## src/rtl/ofm_post_quant_if.sv

```systemverilog
// ofm_post_quant_if: packed-word output stream of the OFM post-processing stage.
//   out_data  : 64-bit packed word, byte 0 = [7:0] is the oldest element
//   out_bytes : number of valid bytes in out_data (1..8)
//   out_valid : word available
//   out_ready : consumer accepts when out_valid && out_ready
// master = producer (ofm_post_quant), slave = write-back consumer.
interface ofm_post_quant_if;
   logic [63:0] out_data;
   logic [3:0]  out_bytes;
   logic        out_valid;
   logic        out_ready;

   modport master (output out_data, out_bytes, out_valid, input out_ready);
   modport slave  (input out_data, out_bytes, out_valid, output out_ready);
endinterface

```

## src/rtl/ofm_post_quant.sv

```systemverilog
// ofm_post_quant: ReLU + requantize (right-shift, saturate to u8) of the two
// accelerator partial-sum ports, byte packing into 64-bit words and a small
// output FIFO. The accelerator cannot stall, so a push into a full FIFO with
// no simultaneous pop drops the word and sets the sticky overflow flag.
//
// Ports:
//   clk, rst_n              : clock, synchronous active-low reset
//   start                   : arms the block for a new layer (IDLE only)
//   end_conv                : last element has been presented (RUN only)
//   cfg_shift[4:0]          : requant shift, latched on start
//   ofm_port0/1, _v         : signed IN_W-bit elements A/B and valids
//   ob (master)             : out_data/out_bytes/out_valid/out_ready stream
//   overflow                : sticky word-dropped flag, cleared by reset/start
//   done                    : one-cycle pulse when the layer is fully drained
//   busy                    : high in any state other than IDLE
//
// Build option: OFM_POST_ROUND_EN selects round-half-up requantization;
// without it the shift truncates.
module ofm_post_quant #(
   parameter int IN_W       = 25,
   parameter int FIFO_DEPTH = 4
) (
   input  logic                 clk,
   input  logic                 rst_n,
   input  logic                 start,
   input  logic                 end_conv,
   input  logic [4:0]           cfg_shift,
   input  logic [IN_W-1:0]      ofm_port0,
   input  logic                 ofm_port0_v,
   input  logic [IN_W-1:0]      ofm_port1,
   input  logic                 ofm_port1_v,
   ofm_post_quant_if.master     ob,
   output logic                 overflow,
   output logic                 done,
   output logic                 busy
);
   localparam int AW = $clog2(FIFO_DEPTH);
   localparam int CW = AW + 1;

   typedef enum logic [1:0] {IDLE, RUN, FLUSH, DRAIN} state_t;
   state_t state;

   logic [4:0]  shift;
   logic [7:0]  s1_a, s1_b;
   logic        s1_va, s1_vb;
   logic [63:0] pk_word, pk_word_n, w;
   logic [2:0]  pk_cnt, pk_cnt_n;
   logic [3:0]  c;
   logic        push;
   logic [63:0] push_word;
   logic [3:0]  push_bytes;

   logic [67:0]   mem [FIFO_DEPTH];
   logic [AW-1:0] wr_ptr, rd_ptr;
   logic [CW-1:0] cnt, cnt_n;
   logic          ov, pop, full, wr_ok;

   // ReLU, shift (optionally rounded), saturate. The add is done one bit
   // wider than the input so the rounding term cannot wrap.
   function automatic logic [7:0] quant(input logic [IN_W-1:0] x, input logic [4:0] sh);
      logic [IN_W:0] r;
      r = x[IN_W-1] ? '0 : {1'b0, x};
`ifdef OFM_POST_ROUND_EN
      if (sh != 5'd0) r = r + ((IN_W+1)'(1) << (sh - 5'd1));
`endif
      r = r >> sh;
      return (r > (IN_W+1)'(255)) ? 8'hFF : r[7:0];
   endfunction

   // Packer: A before B. Count 7 plus two bytes completes the word with A and
   // starts the next with B, so at most one full word is produced per cycle.
   // A partial word is emitted in FLUSH, or in DRAIN when FLUSH already had a
   // full-word push that cycle (the FIFO accepts only one write per cycle).
   always_comb begin
      w          = pk_word;
      c          = {1'b0, pk_cnt};
      push       = 1'b0;
      push_word  = '0;
      push_bytes = '0;
      if (s1_va) begin
         w[{c[2:0], 3'b000} +: 8] = s1_a;
         c = c + 4'd1;
         if (c == 4'd8) begin
            push = 1'b1; push_word = w; push_bytes = 4'd8; w = '0; c = '0;
         end
      end
      if (s1_vb) begin
         w[{c[2:0], 3'b000} +: 8] = s1_b;
         c = c + 4'd1;
         if (c == 4'd8) begin
            push = 1'b1; push_word = w; push_bytes = 4'd8; w = '0; c = '0;
         end
      end
      if (c != 4'd0 && ((state == FLUSH && !push) || state == DRAIN)) begin
         push = 1'b1; push_word = w; push_bytes = c; w = '0; c = '0;
      end
      pk_word_n = w;
      pk_cnt_n  = c[2:0];
   end

   assign pop   = ov && ob.out_ready;
   assign full  = (cnt == CW'(FIFO_DEPTH));
   assign wr_ok = push && (!full || pop);
   assign cnt_n = cnt + CW'(wr_ok) - CW'(pop);

   assign ob.out_valid = ov;
   assign ob.out_data  = mem[rd_ptr][63:0];
   assign ob.out_bytes = mem[rd_ptr][67:64];

   always_ff @(posedge clk) begin
      if (!rst_n) begin
         state    <= IDLE;
         shift    <= '0;
         s1_a     <= '0;
         s1_b     <= '0;
         s1_va    <= 1'b0;
         s1_vb    <= 1'b0;
         pk_word  <= '0;
         pk_cnt   <= '0;
         for (int i = 0; i < FIFO_DEPTH; i++) mem[i] <= '0;
         wr_ptr   <= '0;
         rd_ptr   <= '0;
         cnt      <= '0;
         ov       <= 1'b0;
         overflow <= 1'b0;
         done     <= 1'b0;
         busy     <= 1'b0;
      end else begin
         done    <= 1'b0;
         s1_a    <= quant(ofm_port0, shift);
         s1_b    <= quant(ofm_port1, shift);
         s1_va   <= (state == RUN) && ofm_port0_v;
         s1_vb   <= (state == RUN) && ofm_port1_v;
         pk_word <= pk_word_n;
         pk_cnt  <= pk_cnt_n;
         if (wr_ok) begin
            mem[wr_ptr] <= {push_bytes, push_word};
            wr_ptr      <= wr_ptr + AW'(1);
         end
         if (pop) rd_ptr <= rd_ptr + AW'(1);
         cnt <= cnt_n;
         ov  <= (cnt_n != '0);
         if (push && full && !pop) overflow <= 1'b1;

         case (state)
            IDLE: if (start) begin
               state    <= RUN;
               busy     <= 1'b1;
               shift    <= cfg_shift;
               overflow <= 1'b0;
               pk_word  <= '0;
               pk_cnt   <= '0;
               s1_va    <= 1'b0;
               s1_vb    <= 1'b0;
               wr_ptr   <= '0;
               rd_ptr   <= '0;
               cnt      <= '0;
               ov       <= 1'b0;
            end
            RUN:   if (end_conv) state <= FLUSH;
            FLUSH: state <= DRAIN;
            DRAIN: if (cnt == '0 && pk_cnt == '0) begin
               state <= IDLE;
               done  <= 1'b1;
               busy  <= 1'b0;
            end
            default: state <= IDLE;
         endcase
      end
   end
endmodule

```

## src/flat_wrapper.sv

```systemverilog
// flat-port wrapper written by rule: the top's interface ports become plain ports
module ofm_post_quant_flat 
#(
   parameter int IN_W       = 25,
   parameter int FIFO_DEPTH = 4
)
  (clk, rst_n, start, end_conv, cfg_shift, ofm_port0, ofm_port0_v, ofm_port1, ofm_port1_v, overflow, done, busy, ob_out_data, ob_out_bytes, ob_out_valid, ob_out_ready);
  ofm_post_quant_if ob_i ();
  input  logic clk;
  input  logic rst_n;
  input  logic start;
  input  logic end_conv;
  input  logic [4:0] cfg_shift;
  input  logic [IN_W-1:0] ofm_port0;
  input  logic ofm_port0_v;
  input  logic [IN_W-1:0] ofm_port1;
  input  logic ofm_port1_v;
  output logic overflow;
  output logic done;
  output logic busy;
  output wire logic [$bits(ob_i.out_data)-1:0] ob_out_data;
  output wire logic [$bits(ob_i.out_bytes)-1:0] ob_out_bytes;
  output wire logic [$bits(ob_i.out_valid)-1:0] ob_out_valid;
  input wire logic [$bits(ob_i.out_ready)-1:0] ob_out_ready;
  assign ob_out_data = ob_i.out_data;
  assign ob_out_bytes = ob_i.out_bytes;
  assign ob_out_valid = ob_i.out_valid;
  assign ob_i.out_ready = ob_out_ready;
  ofm_post_quant #(.IN_W(IN_W), .FIFO_DEPTH(FIFO_DEPTH)) u_core (.clk(clk), .rst_n(rst_n), .start(start), .end_conv(end_conv), .cfg_shift(cfg_shift), .ofm_port0(ofm_port0), .ofm_port0_v(ofm_port0_v), .ofm_port1(ofm_port1), .ofm_port1_v(ofm_port1_v), .ob(ob_i), .overflow(overflow), .done(done), .busy(busy));
endmodule
```

## config.mk

```make
export PLATFORM = sky130hd
export DESIGN_NAME = ofm_post_quant_flat
export DESIGN_NICKNAME = d
export VERILOG_FILES = /design/src/rtl/ofm_post_quant_if.sv /design/src/rtl/ofm_post_quant.sv /design/src/flat_wrapper.sv
export SDC_FILE = /design/constraint.sdc
export NUM_CORES = 1
export LEC_CHECK = 0
export ABC_AREA = 1
export ABC_CLOCK_PERIOD_IN_PS = 8690
export CELL_PAD_IN_SITES_DETAIL_PLACEMENT = 1
export CELL_PAD_IN_SITES_GLOBAL_PLACEMENT = 1
export CORE_MARGIN = 10
export CORE_UTILIZATION = 40
export DETAILED_ROUTE_END_ITERATION = 10
export GPL_TIMING_DRIVEN = 0
export PLACE_DENSITY_LB_ADDON = 0.1
export SYNTH_ARGS = -nofsm -noshare
export SYNTH_HDL_FRONTEND = slang
export SYNTH_SLANG_ARGS = --single-unit
```

## constraint.sdc

```tcl
create_clock -name clk -period 8.69 [get_ports clk]
set_input_delay 1.3035 -clock clk [delete_from_list [all_inputs] [get_ports clk]]
set_output_delay 1.3035 -clock clk [all_outputs]
set_load 0.02 [all_outputs]
```

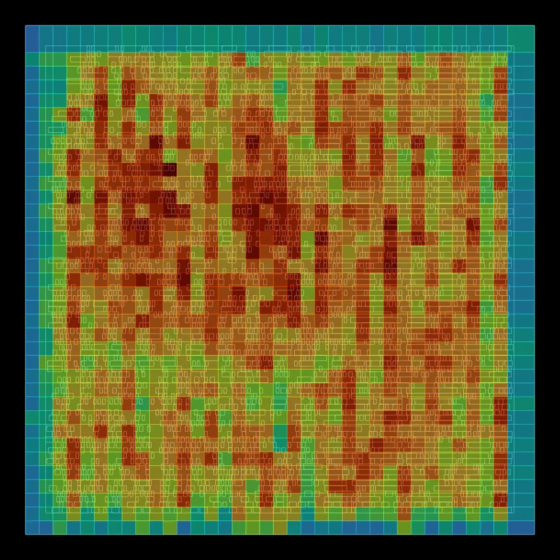
(images/congestion_map.png)
post-DR wirelength/cell: 24.98 um
routing usage on met1: 0.3836
final core utilization: 0.4726
gr usage total: 0.3009
global-route track usage on met3: 0.04396

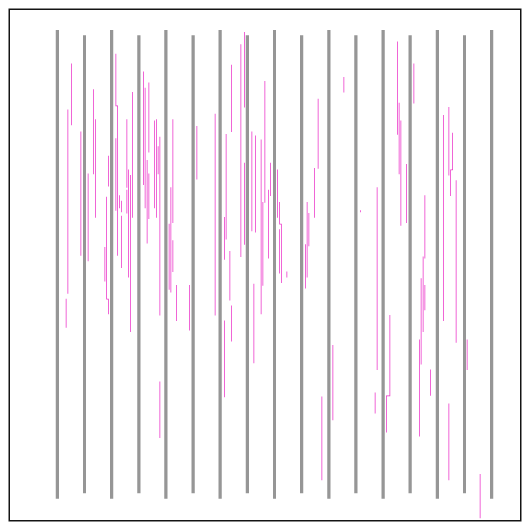
(images/m4.png)
Drawn at 2 px/um. Supply wires on this layer in grey.
wire length on this layer	3510 um
main direction	vertical
WL final: 98930 um
Vias: 22820

==> impl_metrics.json <==
{
  "outcome": "finished, final reports clean",
  "async_flop_share": 0,
  "yosysWarnings": 0,
  "crit_required_ps": 7390,
  "yosysMostFrequentCell": "nand2_1",
  "cts_setup_buffers": 0,
  "ir_worst_vdd_mv": 0.1507,
  "whs_ps": 487.4,
  "fp-row-count": 86,
  "drv_slew": 0,
  "maxCapViolations": 0,
  "finalCritPeriodShare": 0.5797,
  "worstSkewPairLatency_ps": 600,
  "area_growth_pct": 17.42,
  "crit_chain": "clkbuf_1, inv_1, clkbuf_1, clkbuf_1, nor2_1, o22ai_1, clkdlybuf4s50_1",
  "synth-edff-count": 272,
  "ys_ff": 375,
  "crit_path_end_kind": "output port",
  "ys_types": 42,
  "layout_top_cell": "nand2_1",
  "cpLargestDelayFamily": "buffers and inverters",
  "power.density_mw_per_mm2": 238.7,
  "crit_buf_inv": 5,
  "cpMostUsedCell": "clkbuf_1",
  "ys_top_cells_by_area": "edfxtp_1 (37%), nand2_1 (14%), dfxtp_1 (9.3%)",
  "top_area_frac": 0.3698,
  "numCtsBuffers": 44,
  "ff_type": "edfxtp_1",
  "grt_pass1_wl_um": 146500,
  "ys_seq_share": 0.4632,
  "layout.nets": 3298,
  "ys_cells": 3036,
  "fp_nets": 3115,
  "portBuffers": 132
}
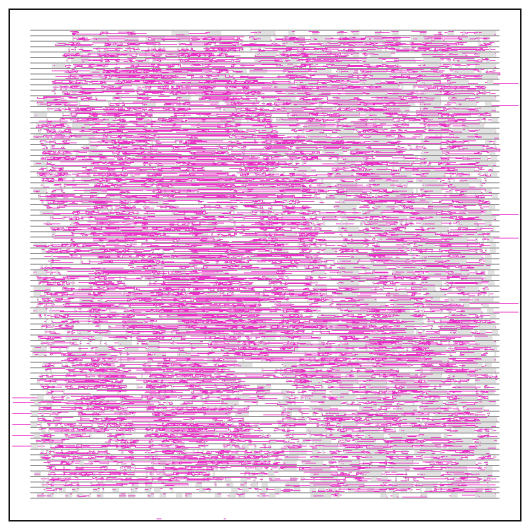
(images/m1.png)
Drawn at 2 px/um. Supply wires on this layer in grey. Cells faint in the background.
main direction	horizontal
longest straight run	124 um
nets with wire on the layer	3201
share of all routed wire	43%
wire length on this layer	42.3 mm

## where the power goes
part,switching [mW],internal (mW)
logic,1.57,0.577
registers,0.0947,2.03
clock network,0.826,1.10
## layout make-up
cell class                 instances  area [sq um]  area share
multi-input combinational       2253         10260      0.3958
antenna                            1         2.502  0.00009649
inverter                         213         804.5     0.03102
buffer                           195         820.8     0.03165
tap                              704         880.8     0.03397
clock inverter                    25         296.5     0.01143
clock buffer                      57          1190     0.04588
timing repair buffer             137          1444     0.05568
sequential                       375         10230      0.3945
## per-layer routing
metal | GRT usage | wire (um)
met1 | 0.3836 | 42270
met2 | 0.5090 | 47000
met3 | 0.04396 | 6121
met4 | 0.1136 | 3510
met5 | 0 | 23
## logic make-up (layout without fill, tap and decap cells)
family                     Yosys count  after routing  synth area share
muxes                                1              1         0.0004532
adders and majority gates           17             17          0.009970
other                                0              1                 0
AOI/OAI and AO/OA                  513            513            0.1287
xor gates and xnor gates             3              3          0.001190
and+or+nand+nor                   1719           1719            0.3230
buffers and inverters              408            627           0.07359
DFF                                375            375            0.4632
## final timing paths
check | depth (start not counted) | slack (ps) | from | end
setup / recovery | 7 | 3650 | u_core.rd_ptr[0] | ob_out_data[8]
setup reg to reg | 18 | 3850 | u_core.pk_cnt[0] | u_core.mem[0][35]
hold reg to reg | 2 | 490 | u_core.busy | u_core.busy
hold / removal | 2 | 490 | u_core.busy | u_core.busy
## worst reg2reg max path, stage by stage (launching register included)
cell and delay, ps:
dfxtp_1 470, inv_2 120, ha_1 420, o21ai_1 120, nor2_2 330, inv_1 170, ha_1 230, ha_1 270
clkbuf_1 320, nand2_1 120, nor3_2 690, nand2_2 310, o211ai_1 210, nand3_1 130, nand2_1 90, nand2_1 50
nand2_1 320, nand2_1 200, nor2_1 130
## metrics by stage
stage               utilization  setup WS, ps  cells  TNS, ps
floorplan                     -          1329   3036        0
finish                   0.4726          3652   3960        0
global placement         0.4426         -3238   3872  -219850
CTS                      0.4725          3628   3959        0
detailed placement       0.4454          4031   3877        0
global route             0.4725          3547   3959        0
## sequential cells by signal, summed over array words and instances (netlist names)
register,count
u_core.s1_vb,1
u_core.s1_va,1
u_core.shift,5
u_core.state,2
u_core.pk_cnt,3
u_core.ob.out_valid,1
u_core.s1_a,8
u_core.cnt,3
u_core.done,1
u_core.pk_word,64
u_core.overflow,1
u_core.s1_b,8
u_core.wr_ptr,2
u_core.rd_ptr,2
u_core.busy,1
u_core.mem,272
Power is estimated from default activity; no workload was simulated.
